Figure 1. Routed metal per tile (run 1).
The die is cut into 9 by 13 equal tiles; black is low, pale yellow is high, scaled to the fullest tile. Values are wire area over tile area, all layers added.
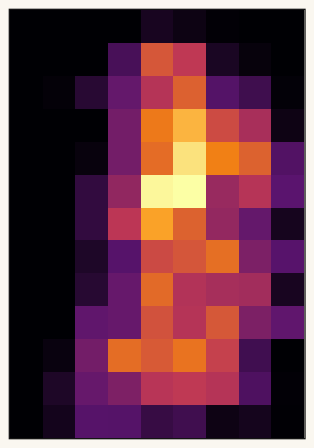
Figure 2. Sequential cells grouped by signal name (run 1).
Other sequential cells in the stronger gray, the rest of the logic in the fainter gray.
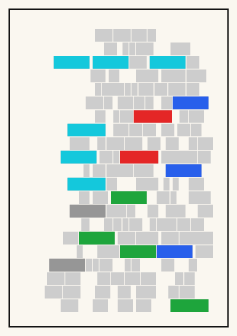
Figure 3. I/O nets highlighted (run 1).
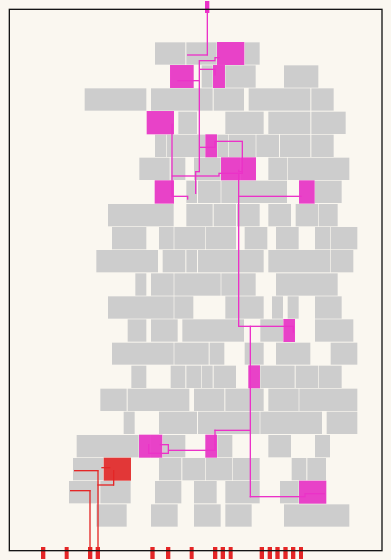
Figure 4. Met3 routing (run 1).
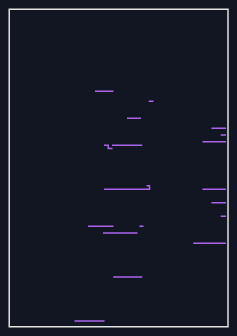
$ cat config.mk
export PLATFORM = sky130hd
export DESIGN_NAME = bfp_scale_ctrl
export DESIGN_NICKNAME = d
export VERILOG_FILES = /design/src/rtl/bfp_pkg.sv /design/src/rtl/bfp_scale_ctrl_headroom_det.sv /design/src/rtl/bfp_scale_ctrl.sv
export SDC_FILE = /design/constraint.sdc
export NUM_CORES = 1
export LEC_CHECK = 0
export CAP_MARGIN = 25
export CORE_ASPECT_RATIO = 1.5
export CORE_MARGIN = 2
export CORE_UTILIZATION = 38
export DETAILED_ROUTE_END_ITERATION = 6
export GPL_TIMING_DRIVEN = 0
export PLACE_DENSITY = 0.78
export RECOVER_POWER = 25
export SETUP_SLACK_MARGIN = 0.15
export SLEW_MARGIN = 20
export SYNTH_ARGS = -nofsm -noshare
export SYNTH_HDL_FRONTEND = slang
export SYNTH_HIERARCHICAL = 1
export SYNTH_SLANG_ARGS = --single-unit
$ cat constraint.sdc
create_clock -name clk -period 1.5 [get_ports clk]
set_input_delay 0.3 -clock clk [delete_from_list [all_inputs] [get_ports clk]]
set_output_delay 0.3 -clock clk [all_outputs]
set_load 0.01 [all_outputs]
$ cat src/rtl/bfp_pkg.sv
// Shared definitions for the block-floating-point scaling controller:
// FSM state encoding, default geometry and the headroom-threshold helper.
package bfp_pkg;

  localparam int DATA_W_DEF     = 16;
  localparam int N_LOG2_DEF     = 6;
  localparam int NUM_STAGES_DEF = 6;

  localparam logic [1:0] ST_IDLE  = 2'd0;
  localparam logic [1:0] ST_STAGE = 2'd1;
  localparam logic [1:0] ST_EVAL  = 2'd2;
  localparam logic [1:0] ST_DONE  = 2'd3;

  // True when a sign-extended sample of width dw no longer has a spare guard bit,
  // i.e. x >= 2^(dw-2) or x < -2^(dw-2). Valid for dw <= 32.
  function automatic logic headroom_lost(input int x, input int dw);
    return (x >= (1 <<< (dw - 2))) || (x < -(1 <<< (dw - 2)));
  endfunction

endpackage

$ cat src/rtl/bfp_scale_ctrl_headroom_det.sv
// Combinational headroom detector for one complex sample; shared with the
// datapath overflow monitor.
module bfp_headroom_det
  import bfp_pkg::*;
#(
  parameter int DATA_W = DATA_W_DEF
) (
  input  logic signed [DATA_W-1:0] in_re,
  input  logic signed [DATA_W-1:0] in_im,
  output logic                     needs_scale
);

  assign needs_scale = headroom_lost(32'(in_re), DATA_W) |
                       headroom_lost(32'(in_im), DATA_W);

endmodule

$ cat src/rtl/bfp_scale_ctrl.sv
// Block-floating-point scaling controller: tracks stage headroom and drives the
// next stage's 1-bit shift and the block exponent. Optional BFP_FORCE_SCALE_EN
// adds a force_scale input that forces shift=1 on every stage.
module bfp_scale_ctrl
  import bfp_pkg::*;
#(
  parameter int DATA_W     = DATA_W_DEF,
  parameter int N_LOG2     = N_LOG2_DEF,
  parameter int NUM_STAGES = NUM_STAGES_DEF,
  parameter int EXP_W      = 4
) (
  input  logic                          clk,
  input  logic                          rst,
  input  logic                          start,
`ifdef BFP_FORCE_SCALE_EN
  input  logic                          force_scale,
`endif
  input  logic                          in_valid,
  output logic                          in_ready,
  input  logic signed [DATA_W-1:0]      in_re,
  input  logic signed [DATA_W-1:0]      in_im,
  output logic                          shift,
  output logic [$clog2(NUM_STAGES)-1:0] stage_idx,
  output logic [EXP_W-1:0]              block_exp,
  output logic                          busy,
  output logic                          done
);

  localparam int SIDX_W = $clog2(NUM_STAGES);

  logic [1:0]        state;
  logic [N_LOG2-1:0] count;
  logic              need_scale;
  logic              det_scale;
  logic              accept;
  logic              start_force;
  logic              force_q;
  logic              eval_scale;

  bfp_headroom_det #(.DATA_W(DATA_W)) u_det (
    .in_re       (in_re),
    .in_im       (in_im),
    .needs_scale (det_scale)
  );

`ifdef BFP_FORCE_SCALE_EN
  assign start_force = force_scale;

  always_ff @(posedge clk) begin
    if (rst)
      force_q <= 1'b0;
    else if (state == ST_IDLE && start)
      force_q <= force_scale;
  end
`else
  // NOTE: the feature-off build ties these to constants so the shared logic below needs no guards.
  assign start_force = 1'b0;
  assign force_q     = 1'b0;
`endif

  assign in_ready   = (state == ST_STAGE);
  assign busy       = (state != ST_IDLE);
  assign done       = (state == ST_DONE);
  assign accept     = in_valid & in_ready;
  assign eval_scale = need_scale | force_q;

  // NOTE: all state updates use non-blocking assignments so every register samples pre-edge values.
  always_ff @(posedge clk) begin
    if (rst) begin
      state      <= ST_IDLE;
      count      <= '0;
      need_scale <= 1'b0;
      shift      <= 1'b0;
      stage_idx  <= '0;
      block_exp  <= '0;
    end else begin
      case (state)
        ST_IDLE: begin
          if (start) begin
            state      <= ST_STAGE;
            count      <= '0;
            need_scale <= 1'b0;
            stage_idx  <= '0;
            // A forced transform shifts stage 0 as well, so it counts towards the exponent.
            shift      <= start_force;
            block_exp  <= EXP_W'(start_force);
          end
        end
        ST_STAGE: begin
          if (accept) begin
            need_scale <= need_scale | det_scale;
            if (count == '1) begin
              count <= '0;
              state <= (stage_idx == SIDX_W'(NUM_STAGES - 1)) ? ST_DONE : ST_EVAL;
            end else begin
              count <= count + N_LOG2'(1);
            end
          end
        end
        ST_EVAL: begin
          shift      <= eval_scale;
          block_exp  <= block_exp + EXP_W'(eval_scale);
          stage_idx  <= stage_idx + SIDX_W'(1);
          need_scale <= 1'b0;
          count      <= '0;
          state      <= ST_STAGE;
        end
        ST_DONE: state <= ST_IDLE;
        default: state <= ST_IDLE;
      endcase
    end
  end

endmodule
==> impl_metrics.yaml, run 1 <==
# flow metrics
timing:
  maxSlewViolCount: 0
  hold_viol: 0
  max_slew_margin_pct: 65.5
  finalCritPeriodShare_pct: 94.8
  timing.hold.ws_ns: 0.503
worst_setup_path:
  critPathRequiredTime_ns: 1.20
  critPathKind: "register to output port"
  max_stage_delay_ns: 0.34
  crit_slowest_cell: "dfxtp_2"
  startpoint: "state[0]$_SDFFE_PP0P_"
  worst_r2r_endpoint: "stage_idx[0]$_SDFFE_PP0P_"
  endpoint: "busy"
placed_design:
  place_inst: 141
  io_buffer_count: 18
  pre_cts_slack_ns: -0.220
  post-dp-hpwl_mm: 1.46
yosys:
  edf_count: 0
  yosysUniqueCellTypes: 35
  topCellsByArea: "dfxtp_1, ha_1, nand2_1"
  floorplan.nets: 141
  ys_cells: 100
  yosys_area_sq_um: 900
  postSynth.asyncResetShare_pct: 0
  postSynthRegisterBits: 17
  yosys_most_used_dff: "dfxtp_1"
  ys.warnings.count: 6
grt:
  gr-total-overflow: 0
  antenna_found_initial: 0
route:
  ant_nets: 0
  drt_first_pass_iters: 4
floorplan:
  die-area_sq_um: 2780
  boundaryPins: 47
  die_w_um: 43.7
cells_and_area:
  finalNonFillerCells: 155
  nNetsFinal: 174
  drive_gt1_share_pct: 34.8
pwr:
  ir_worst_vdd_uv: 371
  p_leak_nw: 0.575
outcome:
  status: "finished, final reports clean"
flow_run:
  cap_violations: 0
clock_tree:
  htreeDepth: 1
Back to the opening pictures, Figure 1:
The densest ninth of the die: middle. The emptiest ninth of the die: top left. 21% of the tiles are over half the peak. The fullest tile reaches 0.49. 31% of the tiles are nearly empty.
WL per Instance: 14.3 um
Routed WL: 2.21 mm
global-route usage over all layers: 16.7%

Back to the opening pictures, Figure 2:
Key: green = block_exp [flops 4, where bottom middle]; red = state [flops 2]; blue = stage_idx [flops 3]; cyan = count [flops 6]
Another 2 sequential cells are not colored.
flop share of the area: 26.9%
fin util: 57.7%
Seq. pwr: 0.461 mW

Back to the opening pictures, Figure 3:
Key: magenta = rst [bits 1, direction input, end cells 15, buffers 2, wire 140 um]; red = in_re [bits 16, direction input, end cells 1, buffers 2, wire 25.2 um]

Back to the opening pictures, Figure 4:
The wires run mostly horizontal. The layer carries 69.3 um of wire. The layer holds 3.1% of the routed length. The longest straight run is 9.00 um.

==> run 1: report_power, final <==
part	internal [mW]	leakage, nW	total [mW]	switching (mW)
Sequential	0.457	0.140	0.461	0.00465
Combinational	0.0856	0.417	0.156	0.0707
Clock	0.0995	0.0177	0.255	0.155
Total	0.642	0.575	0.872	0.231
==> run 1: critical path, delay by kind of cell (launching register included) <==
family | cells | cell delay (ns)
buffers and inverters | 2 | 0.24
flip-flops | 1 | 0.34
AND/OR/NAND/NOR | 1 | 0.24
==> run 1: flip-flops by register name, summed over array words and instances (netlist names) <==
name        flops
state           2
count           6
block_exp       4
stage_idx       3
eval_scale      1
shift           1
==> run 1: cells by family after synthesis <==
family	after synthesis	synth area share [%]
compound gates	23	18.5
mux	3	3.34
fa+ha+maj	5	6.95
simple gates	42	26.4
xor+xnor	3	2.92
buf+inv	7	4.03
flops	17	37.8
==> run 1: cells in the final DEF (no fill, tap or decap), types with 5 or more instances in the layout <==
cell type and count:
clkdlybuf4s50_1 6, nand2_1 6, dfxtp_1 12, buf_4 9, ha_1 5, dfxtp_2 5
nor2_1 7, dlygate4sd2_1 9, buf_6 6
==> run 1: stage by stage <==
step / cell area, sq um / power, mW / setup TNS, ns / utilization (%)
floorplan: 900 / 0.528 / 0 / -
global placement: 1110 / 0.572 / -0.472 / 49.6
detailed placement: 1110 / 0.574 / -0.546 / 49.6
CTS: 1210 / 0.854 / 0 / 54.1
global route: 1290 / 0.909 / 0 / 57.7
finish: 1290 / 0.872 / 0 / 57.7
==> run 1: cells in the mapped netlist, types with 2 or more instances <==
master and n:
dfxtp_1 17, nand2_1 9, nor2_1 9, nand3_1 6
a21oi_1 5, ha_1 5, o21ai_0 5, a22oi_1 4
nor2b_1 4, inv_1 3, mux2i_1 3, o31ai_1 3
and2b_2 2, buf_2 2, nor3b_1 2, xnor2_1 2
==> run 1: worst min path at each step <==
stage	depth (start not counted)	to	start
CTS	3	state[1]$_SDFFE_PP0P_	in_valid
floorplan	1	state[1]$_SDFFE_PP0P_	rst
detailed placement	2	stage_idx[2]$_SDFFE_PP0P_	stage_idx[2]$_SDFFE_PP0P_
global placement	2	stage_idx[2]$_SDFFE_PP0P_	stage_idx[2]$_SDFFE_PP0P_
finish	2	block_exp[2]$_SDFFE_PP0P_	block_exp[2]$_SDFFE_PP0P_
global route	2	block_exp[2]$_SDFFE_PP0P_	block_exp[2]$_SDFFE_PP0P_
==> run 1: what timing repair did <==
item                                    4_1_cts  5_1_grt
endpoints found under the setup margin       12       17
hold endpoints to repair                      0        0
pin swaps                                     1        3
setup buffers                                 7        2
gates cloned                                  0        1
resized                                      36       21
==> run 1: cell type report <==
class                           instances  area share, %
Clock buffer                            3           1.75
Buffer                                  4           2.91
Inverter                                3          0.874
Tap cell                               23           2.23
Clock inverter                          1          0.388
Sequential cell                        17           26.9
Timing Repair Buffer                   28           19.0
Multi-Input combinational cell         76           45.9
==> run 1: per-layer routing <==
metal  track usage [%]  up-vias  share of wire, %
li1                  -      425                 -
met1              18.8      421                40
met2              28.1       21                53
met3              2.01        9               3.1
met4              10.6        0               3.7
met5                 0        -                 0
Figure 5. Cell placement (run 1).
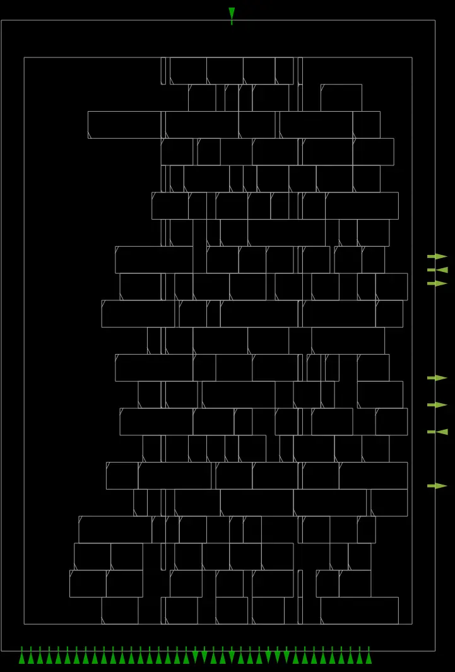

## Run 2: what changed since run 1
- CORE_MARGIN: 2 -> default
- clock period: 1.5 -> 1.56 ns (I/O delays scaled with it)
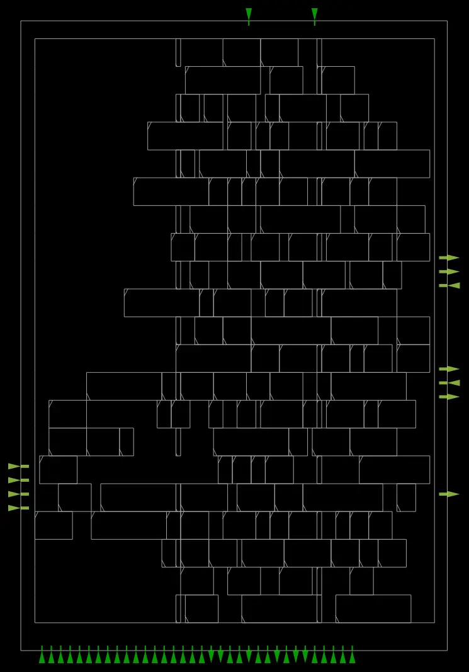
Figure 6: run 2, cell placement.
number of placement rows: 21
fin util: 55.7%
flop share of the area: 27.7%

==> run 2 against run 1 <==
Against the previous run:
- critical path depth unchanged
- synthesized area unchanged
- worst hold slack better by 0.0073 ns
- highest routed layer unchanged
- setup slack better by 0.055 ns
- routed wire length up 0.59%
- core utilization down 2.0 points
==> impl_metrics.yaml, run 2 <==
# flow metrics
pwr:
  pwr-share-clk_pct: 30.0
  pwr-share-comb_pct: 15.9
  finalPower_mw: 0.820
  p_leak_nw: 0.567
  p_int_mw: 0.608
  seqPwrFrac_pct: 54.1
  switchingPower_mw: 0.211
placed_design:
  post-dp-hpwl_mm: 1.47
  io_buffer_count: 18
  pre_cts_slack_ns: -0.194
  dpl_cell_area_sq_um: 1110
worst_hold_path:
  hold_end: "count[1]$_SDFFE_PP0P_"
  min_path_cells: 2
  hp-start: "count[1]$_SDFFE_PP0P_"
timing:
  finalCritPeriodShare_pct: 91.5
  maxSlewViolCount: 0
  hold_viol: 0
  tns_ns: 0
  max_slew_margin_pct: 67.2
  fin_crit_ns: 1.43
yosys:
  postSynthRegisterBits: 17
  ys_cells: 100
  ys.warnings.count: 6
  postSynth.asyncResetShare_pct: 0
  yosysMostFrequentCell: "dfxtp_1"
  yosys_most_used_dff: "dfxtp_1"
  edf_count: 0
  floorplan.nets: 141
  yosysUniqueCellTypes: 35
grt:
  grt_use_total_pct: 18.5
  grtUsageMet1_pct: 17.7
  grt.met3_usage_pct: 2.64
  grt_util_met2_pct: 35.0
  gr-total-overflow: 0
  antenna_found_initial: 0
cells_and_area:
  regMostFlops: "count"
  mostFrequentLayoutCell: "dfxtp_1"
  final_layout_top_logic_cells: "dfxtp_1, nand2_1, nor2_1, dlygate4sd2_1, buf_4"
  drive_gt1_share_pct: 26.1
  largest_reg_flops: 6
  reg_top3: "count (6), block_exp (4), stage_idx (3)"
route:
  wl_per_cell_um: 14.2
  drt_wl_total_mm: 2.23
  ant_nets: 0
worst_setup_path:
  critPathRequiredTime_ns: 1.25
floorplan:
  boundaryPins: 47
flow_run:
  cap_violations: 0
outcome:
  status: "finished, final reports clean"
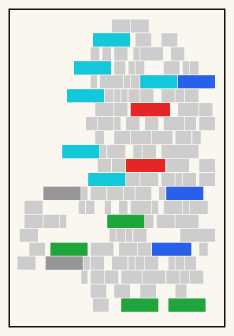
Figure 7: run 2, sequential cells grouped by signal name.
Other sequential cells in the stronger gray, the rest of the logic in the fainter gray.
Key: cyan = count [flops 6]; green = block_exp [flops 4]; blue = stage_idx [flops 3]; red = state [flops 2]
Another 2 sequential cells are not colored.
Seq. pwr: 0.444 mW
Flop area: 344 sq um

-- run 2: netlist changes by cell type in the layout (fill, tap and decap cells not counted), sizes merged --
cell / previous run / this run
dlygate4sd3: 0 / 1
buf: 16 / 17
clkdlybuf4s50: 6 / 5
clkinv: 1 / 0
clkbuf: 4 / 6
-- run 2: worst max path at each step --
stage | slack, ns | startpoint | endpoint | depth (start not counted)
floorplan | 0.36 | stage_idx[1]$_SDFFE_PP0P_ | state[0]$_SDFFE_PP0P_ | 5
global placement | -0.16 | in_valid | count[5]$_SDFFE_PP0P_ | 4
detailed placement | -0.19 | in_valid | count[5]$_SDFFE_PP0P_ | 4
CTS | 0.05 | state[0]$_SDFFE_PP0P_ | in_ready | 3
global route | 0.11 | state[0]$_SDFFE_PP0P_ | busy | 3
finish | 0.13 | state[0]$_SDFFE_PP0P_ | busy | 3
-- run 2: layout make-up --
| cell class | count | share of cell area [%] |
|---|---|---|
| Buffer | 4 | 3.02 |
| Clock buffer | 4 | 2.11 |
| Inverter | 3 | 0.905 |
| Multi-Input combinational cell | 76 | 43.5 |
| Sequential cell | 17 | 27.7 |
| Tap cell | 23 | 2.31 |
| Timing Repair Buffer | 30 | 20.5 |
-- run 2: critical path: stages, from the launching register on --
cell,delay (ns)
dfxtp_2,0.34
buf_6,0.12
or2_4,0.24
buf_6,0.12
-- run 2: timing repair --
action	4_1_cts	5_1_grt
gates cloned	0	1
buffers inserted	8	3
gates resized	32	6
pin swaps	1	3
setup endpoints to repair	12	6
-- run 2: power groups by stage --
stage	Combinational (mW)	Clock (mW)	Sequential, mW
2_1_floorplan	0.0560	0	0.452
3_3_place_gp	0.0973	0	0.453
3_5_place_dp	0.0989	0	0.453
4_1_cts	0.120	0.252	0.443
5_1_grt	0.137	0.274	0.445
6_report	0.130	0.246	0.444
-- run 2: metal layers --
| layer | wire, um | vias to the layer above | share of wire, % |
|---|---|---|---|
| met5 | 0 | - | 0 |
| met3 | 68 | 9 | 3.1 |
| met4 | 91 | 0 | 4.1 |
| met1 | 847 | 423 | 38 |
| met2 | 1220 | 30 | 55 |
| li1 | - | 427 | - |
-- run 2: cells by family (layout without fill, tap and decap cells) --
group,after synthesis,count (layout),synth area share (%)
AND-OR/OR-AND,23,23,18.5
XOR/XNOR,3,3,2.92
adder cells (fa/ha/maj),5,5,6.95
buffers and inverters,7,41,4.03
flip-flops,17,17,37.8
multiplexers,3,3,3.34
AND/OR/NAND/NOR,42,42,26.4
-- run 2: metrics by stage --
stage | util [%] | cells
after floorplan | - | 100
after global placement | 49.6 | 141
after detailed placement | 49.6 | 141
after CTS | 54.3 | 153
after global routing | 55.7 | 157
final | 55.7 | 157
Power and IR drop assume default switching activity.
